### src/rtl/spr_pixel_mux.sv
// rtl/spr_pixel_mux.sv - per-scanline sprite shifters and final sprite/background priority mux
module spr_pixel_mux (
  input  logic       clock,
  input  logic       reset,
  input  logic [8:0] cycleNum,
  input  logic       load_v,
  input  logic [2:0] load_slot,
  input  logic       load_valid,
  input  logic       load_spr0,
  input  logic [7:0] load_lo,
  input  logic [7:0] load_hi,
  input  logic [7:0] load_x,
  input  logic [7:0] load_attr,
  input  logic [3:0] bg_pixel,
  input  logic       show_bg,
  input  logic       show_spr,
  input  logic       show_left_bg,
  input  logic       show_left_spr,
  input  logic       spr0_clear,
  output logic [4:0] pix_out,
  output logic       pix_v,
  output logic       spr0_hit
);

  // Per-slot state: two pattern shifters, X down-counter and attributes.
  logic [7:0][7:0] shift_lo;
  logic [7:0][7:0] shift_hi;
  logic [7:0][7:0] counter;
  logic [7:0][1:0] pal;
  logic [7:0]      behind;
  logic [7:0]      valid;
  logic [7:0]      spr0;

  logic       in_vis;
  logic       in_load;
  logic [7:0] x;
  logic       x_left;

  logic       win_found;
  logic [1:0] win_pat;
  logic [1:0] win_pal;
  logic       win_behind;
  logic       spr0_cand;

  logic       spr_ok;
  logic       bg_ok;
  logic       spr_opaque;
  logic       hit;
  logic [4:0] mux_pix;

  // Attribute bits other than priority and palette are not needed here.
  logic       unused_attr;
  assign unused_attr = ^{load_attr[7:6], load_attr[4:2]};

  assign in_vis  = (cycleNum >= 9'd1)   && (cycleNum <= 9'd256);
  assign in_load = (cycleNum >= 9'd257) && (cycleNum <= 9'd320);
  assign x       = 8'(cycleNum - 9'd1);
  assign x_left  = (x < 8'd8);

  // Find the lowest-index active slot with an opaque pattern bit; any active
  // opaque sprite-0 slot is a hit candidate regardless of which slot wins.
  always_comb begin
    win_found  = 1'b0;
    win_pat    = 2'b00;
    win_pal    = 2'b00;
    win_behind = 1'b0;
    spr0_cand  = 1'b0;
    for (int s = 7; s >= 0; s--) begin
      if (valid[3'(s)] && (counter[3'(s)] == 8'd0) &&
          ({shift_hi[3'(s)][7], shift_lo[3'(s)][7]} != 2'b00)) begin
        win_found  = 1'b1;
        win_pat    = {shift_hi[3'(s)][7], shift_lo[3'(s)][7]};
        win_pal    = pal[3'(s)];
        win_behind = behind[3'(s)];
        if (spr0[3'(s)]) begin
          spr0_cand = 1'b1;
        end
      end
    end
  end

  assign spr_ok     = show_spr && (!x_left || show_left_spr);
  assign bg_ok      = show_bg && (bg_pixel[1:0] != 2'b00) && (!x_left || show_left_bg);
  assign spr_opaque = win_found && spr_ok;
  assign hit        = in_vis && spr0_cand && spr_ok && bg_ok && (x != 8'd255);

  // Priority mux between the winning sprite pixel, the background and backdrop.
  always_comb begin
    mux_pix = 5'd0;
    if (spr_opaque && (!bg_ok || !win_behind)) begin
      mux_pix = {1'b1, win_pal, win_pat};
    end else if (bg_ok) begin
      mux_pix = {1'b0, bg_pixel};
    end
  end

  // Slot loading, per-dot counting/shifting, output register and sticky hit.
  always_ff @(posedge clock) begin
    if (reset) begin
      shift_lo <= '0;
      shift_hi <= '0;
      counter  <= '0;
      pal      <= '0;
      behind   <= '0;
      valid    <= '0;
      spr0     <= '0;
      pix_out  <= 5'd0;
      pix_v    <= 1'b0;
      spr0_hit <= 1'b0;
    end else begin
      if (in_vis) begin
        pix_v   <= 1'b1;
        pix_out <= mux_pix;
        for (int s = 0; s < 8; s++) begin
          if (counter[3'(s)] != 8'd0) begin
            counter[3'(s)] <= counter[3'(s)] - 8'd1;
          end else begin
            shift_lo[3'(s)] <= {shift_lo[3'(s)][6:0], 1'b0};
            shift_hi[3'(s)] <= {shift_hi[3'(s)][6:0], 1'b0};
          end
        end
      end else begin
        pix_v <= 1'b0;
      end

      if (spr0_clear) begin
        spr0_hit <= 1'b0;
      end else if (hit) begin
        spr0_hit <= 1'b1;
      end

      if (cycleNum == 9'd257) begin
        valid <= '0;
      end
      if (in_load && load_v) begin
        valid[load_slot]    <= load_valid;
        spr0[load_slot]     <= load_spr0;
        shift_lo[load_slot] <= load_lo;
        shift_hi[load_slot] <= load_hi;
        counter[load_slot]  <= load_x;
        pal[load_slot]      <= load_attr[1:0];
        behind[load_slot]   <= load_attr[5];
      end
    end
  end

endmodule

### config.mk
export PLATFORM = sky130hd
export DESIGN_NAME = spr_pixel_mux
export DESIGN_NICKNAME = d
export VERILOG_FILES = /design/src/rtl/spr_pixel_mux.sv
export SDC_FILE = /design/constraint.sdc
export NUM_CORES = 1
export LEC_CHECK = 0
export CAP_MARGIN = 25
export CORE_MARGIN = 2
export CORE_UTILIZATION = 51
export CTS_CLUSTER_SIZE = 10
export DETAILED_ROUTE_END_ITERATION = 6
export GPL_ROUTABILITY_DRIVEN = 0
export PLACE_DENSITY = 0.87
export SLEW_MARGIN = 20
export SYNTH_ARGS = -nofsm -noshare
export SYNTH_HDL_FRONTEND = slang
export SYNTH_SLANG_ARGS = --single-unit
### constraint.sdc
create_clock -name clock -period 2.25 [get_ports clock]
set_input_delay 0.225 -clock clock [delete_from_list [all_inputs] [get_ports clock]]
set_output_delay 0.225 -clock clock [all_outputs]
set_load 0.05 [all_outputs]
Run 1, routed metal, one colour a layer:
Only two layers are drawn.
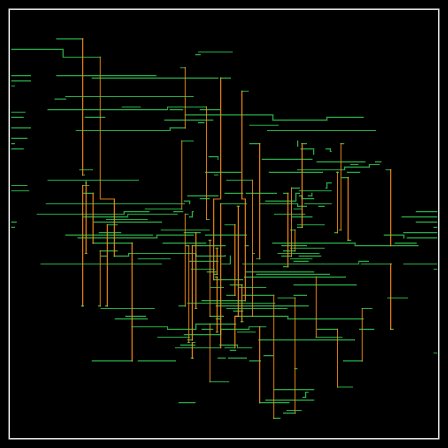
| layer | colour | wire length |
|---|---|---|
| met4 | orange | 993 um |
| met3 | green | 1650 um |
via count: 6196
WL per Instance: 20.0 um
wirelength, routed: 19.3 mm
global-route usage over all layers: 29.0%

Run 1, gate-type map:
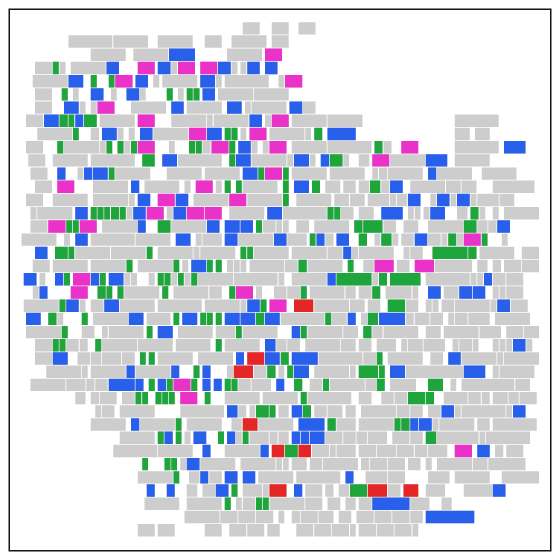
| family | colour | cells |
|---|---|---|
| NAND gates | green | 153 |
| multiplexers | magenta | 36 |
| inverting AOI/OAI gates | blue | 136 |
| AND-OR and OR-AND gates | red | 9 |
post-route non-filler standard cell count: 963
multi-input gate share of the layout cell area: 43.6%
commonest non-fill, non-tap cell in the layout: sky130_fd_sc_hd__dfxtp_1

Run 1, where the registers sit:
The bar under the picture is 20 um long. Other sequential cells in the stronger grey, the rest of the logic in the fainter grey.
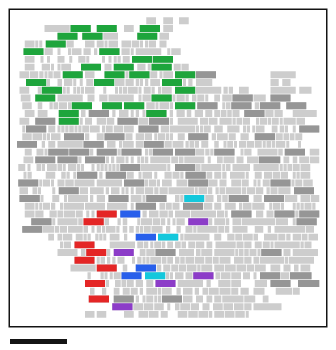
| netlist name | colour | flops |
|---|---|---|
| valid | cyan | 3 |
| behind | blue | 4 |
| shift_hi | green | 32 |
| pix_out | purple | 5 |
| pal | red | 8 |
not coloured: 66
Sequential cell area: 2370 um^2
total sequential power: 0.00271 W
sequential portion of the cell area: 29.8%
share of the core filled with cells in the final layout: 70.2%

==> results.sh, run 1 <==
# implementation run metrics
export IMPL_run_status="complete, no violations"
export IMPL_r2r_worst_path_cells=10
export IMPL_ys_async_rst_share_pct=0
export IMPL_r2r_end="pix_out[1]"
export IMPL_cp_top_family="simple AND/OR/NAND/NOR gates"
export IMPL_finalHoldViolations=0
export IMPL_dominant_cells_by_area_after_synthesis="sky130_fd_sc_hd__dfxtp_1 40%, sky130_fd_sc_hd__nand2_1 6.9%, sky130_fd_sc_hd__a211oi_1 6.8%"
export IMPL_top_level_port_count=65
export IMPL_syn2layout_area_growth_pct=35.6
export IMPL_setup_worst_path_class="input port to register"
export IMPL_clkPwrFrac_pct=27.1
export IMPL_biggestRegsByFlops="counter (32), shift_hi (32), shift_lo (32)"
export IMPL_finish_net_count=872
export IMPL_nonClockInverterCount=11
export IMPL_dr_first_iter_drc_count=803
export IMPL_combPwrFrac_pct=44.1
export IMPL_synth_dominant_cell_count="sky130_fd_sc_hd__dfxtp_1"
export IMPL_mux_area_share_pct=6.19
export IMPL_timing_reg2reg_setup_slack_ns=0.04
export IMPL_yosys_area_top_type_share_pct=40.3
export IMPL_final_max_slew_violation_count=0
export IMPL_fraction_of_power_spent_switching_nets_pct=37.4
export IMPL_cts_num_sinks=118
export IMPL_use_met3_pct=7.55
export IMPL_min_to="pal[3]"
export IMPL_crit_chain="clkdlybuf4s50_1 -> or3_4 -> or4_4 -> buf_8 -> nand2_8 -> nor2_8 -> buf_4 -> mux2i_1 -> a211oi_1"
export IMPL_grt_most_used_layer="met2"
export IMPL_tritoncts_clock_tree="done"
export IMPL_holdCritStartpoint="reset"
export IMPL_worstPathRequired_ns=2.55
export IMPL_p_clk_w=0.00255
export IMPL_grt_overflow_total=0
export IMPL_combGateArea_um2=3470
export IMPL_design_core_area_um2=11300
export IMPL_post_layout_total_power_w=0.00940
export IMPL_syn_avg_cell_area_um2=8.30
Run 1, met4 routing:
The bar under the picture is 20 um long.
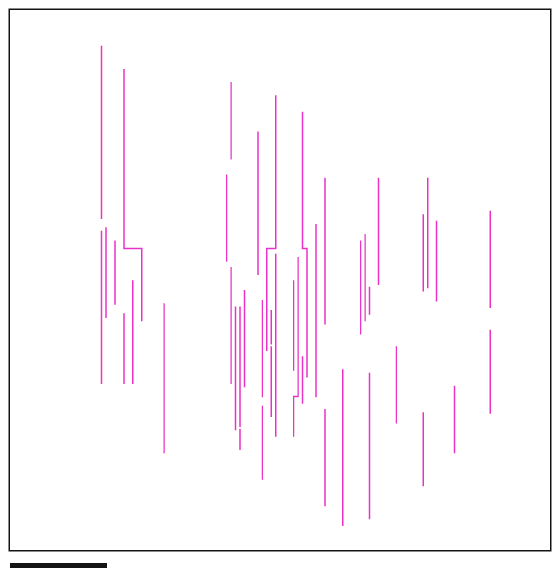

--- run 2 (diff from run 1) ---
Settings changed: SKIP_CTS_REPAIR_TIMING set to 1.
Run 2, met4 routing:
The bar under the picture is 20 um long.
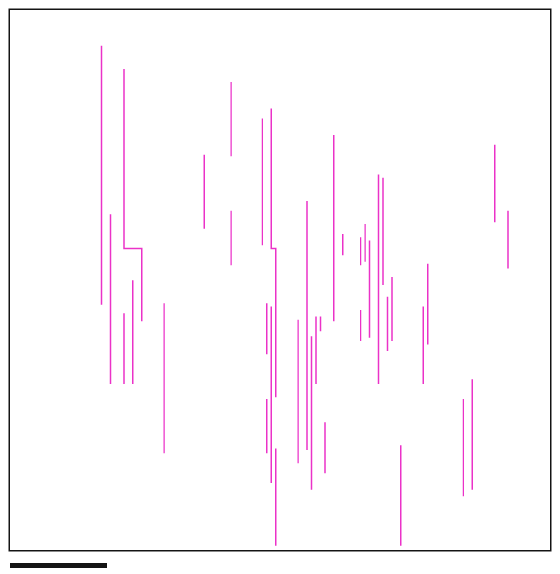
longest straight run: 53.0 um
nets with wire on the layer: 32
wirelength, routed: 18.7 mm
via count: 6073

==> run 2 against run 1 <==
The flow now finishes with violations (negative setup slack). Setup slack worse by 0.19 ns. Wire length fell by 3.0%. Final cell count decreased by 0.42%. Via count shrank 2.0%. Global-route usage down 1.0 points. Sequential power barely moved. Synthesized cell count stayed put. Clock-buffer cell count stayed put. Combinational power down 5%. Cell area decreased by 1.5%. Power is 2.4% lower. Worst hold slack better by 0.011 ns. Largest cell class unchanged.
==> results.sh, run 2 <==
# implementation run metrics
export IMPL_biggestRegsByFlops="counter (32), shift_hi (32), shift_lo (32)"
export IMPL_combGateArea_um2=3370
export IMPL_timing_final_setup_violations=7
export IMPL_combPwrFrac_pct=43.0
export IMPL_final_max_slew_violation_count=0
export IMPL_nonClockInverterCount=11
export IMPL_failed_checks="negative setup slack"
export IMPL_syn2layout_area_growth_pct=33.5
export IMPL_seq_power_w=0.00270
export IMPL_run_status="finished with violations"
export IMPL_finalHoldViolations=0
export IMPL_clkPwrFrac_pct=27.7
export IMPL_dr_first_iter_drc_count=605
export IMPL_p_clk_w=0.00254
export IMPL_sh_seq_area_pct=30.2
export IMPL_syn_avg_cell_area_um2=8.30
export IMPL_timing_reg2reg_setup_slack_ns=-0.18
export IMPL_synth_dominant_cell_count="sky130_fd_sc_hd__dfxtp_1"
export IMPL_final_critical_path_setup_slack_ns=-0.185
export IMPL_grt_most_used_layer="met2"
export IMPL_finish_net_count=868
Run 2, routing congestion:
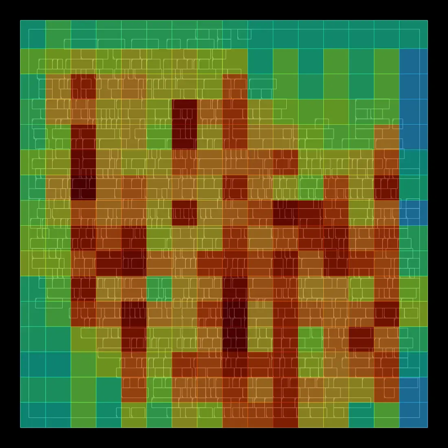

--- run 3 (diff from run 2) ---
Settings changed: ABC_AREA set to 1.
Run 3, routing congestion:
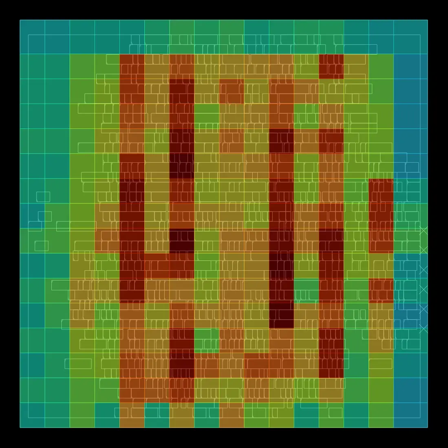
met1 usage in global routing: 32.9%
WL per Instance: 15.2 um
share of the core filled with cells in the final layout: 64.5%
met2 Track Usage GR: 42.7%
most used routing layer: met2

==> run 3 against run 2 <==
The flow finishes with violations (design-rule violations). Cell area decreased by 5.1%. Register-to-register slack improved by 0.44 ns. Clock-buffer cell count increased by 3. Via count increased by 3.0%. Wire length decreased by 11%. Synthesized area increased by 3.2%.
==> results.sh, run 3 <==
# implementation run metrics
export IMPL_final_max_slew_violation_count=0
export IMPL_final_seq_area_um2=2360
export IMPL_use_met3_pct=6.05
export IMPL_clkPwrFrac_pct=32.7
export IMPL_r2r_worst_path_cells=12
export IMPL_synth_dominant_cell_count="sky130_fd_sc_hd__nand2_1"
export IMPL_drt_wl_total_mm=16.6
export IMPL_grt_util_all_layers_pct=26.3
export IMPL_failed_checks="design-rule violations"
export IMPL_worstPathRequired_ns=2.58
export IMPL_top_level_port_count=65
export IMPL_mux_area_share_pct=0
export IMPL_dominant_cells_by_area_after_synthesis="sky130_fd_sc_hd__dfxtp_1 39%, sky130_fd_sc_hd__nand2_1 11%, sky130_fd_sc_hd__o21ai_0 8.5%"
export IMPL_taps=143
export IMPL_fraction_of_power_spent_switching_nets_pct=38.1
export IMPL_final_critical_path_setup_slack_ns=0.258
export IMPL_ys_async_rst_share_pct=0
export IMPL_finalHoldViolations=0
export IMPL_dr_first_iter_drc_count=680
export IMPL_timing_final_setup_violations=0
export IMPL_syn2layout_area_growth_pct=22.8
export IMPL_sh_seq_area_pct=31.8
export IMPL_cts_num_sinks=118
export IMPL_post_layout_total_power_w=0.00887
export IMPL_r2r_end="pix_out[3]"
export IMPL_syn_avg_cell_area_um2=6.85
export IMPL_combGateArea_um2=3120
export IMPL_tritoncts_clock_tree="done"
export IMPL_grt_overflow_total=0
export IMPL_run_status="finished with violations"
export IMPL_timing_reg2reg_setup_slack_ns=0.26
export IMPL_biggestRegsByFlops="counter (32), shift_hi (32), shift_lo (32)"
export IMPL_cp_top_family="simple AND/OR/NAND/NOR gates"
export IMPL_via_count=6253
export IMPL_design_core_area_um2=11500
export IMPL_p_clk_w=0.00290
export IMPL_multi_input_gate_share_of_the_layout_cell_area_pct=42.0
export IMPL_grt_start_max_net_pins=85
export IMPL_remaining_drc_errors=6
export IMPL_yosys_area_top_type_share_pct=39.1
export IMPL_min_to="spr0_hit"
export IMPL_combPwrFrac_pct=37.9
export IMPL_finish_net_count=998
export IMPL_setup_worst_path_class="register to register"
export IMPL_whs_path_depth=2
No activity file was given, so power comes from the tool's default toggle rates.
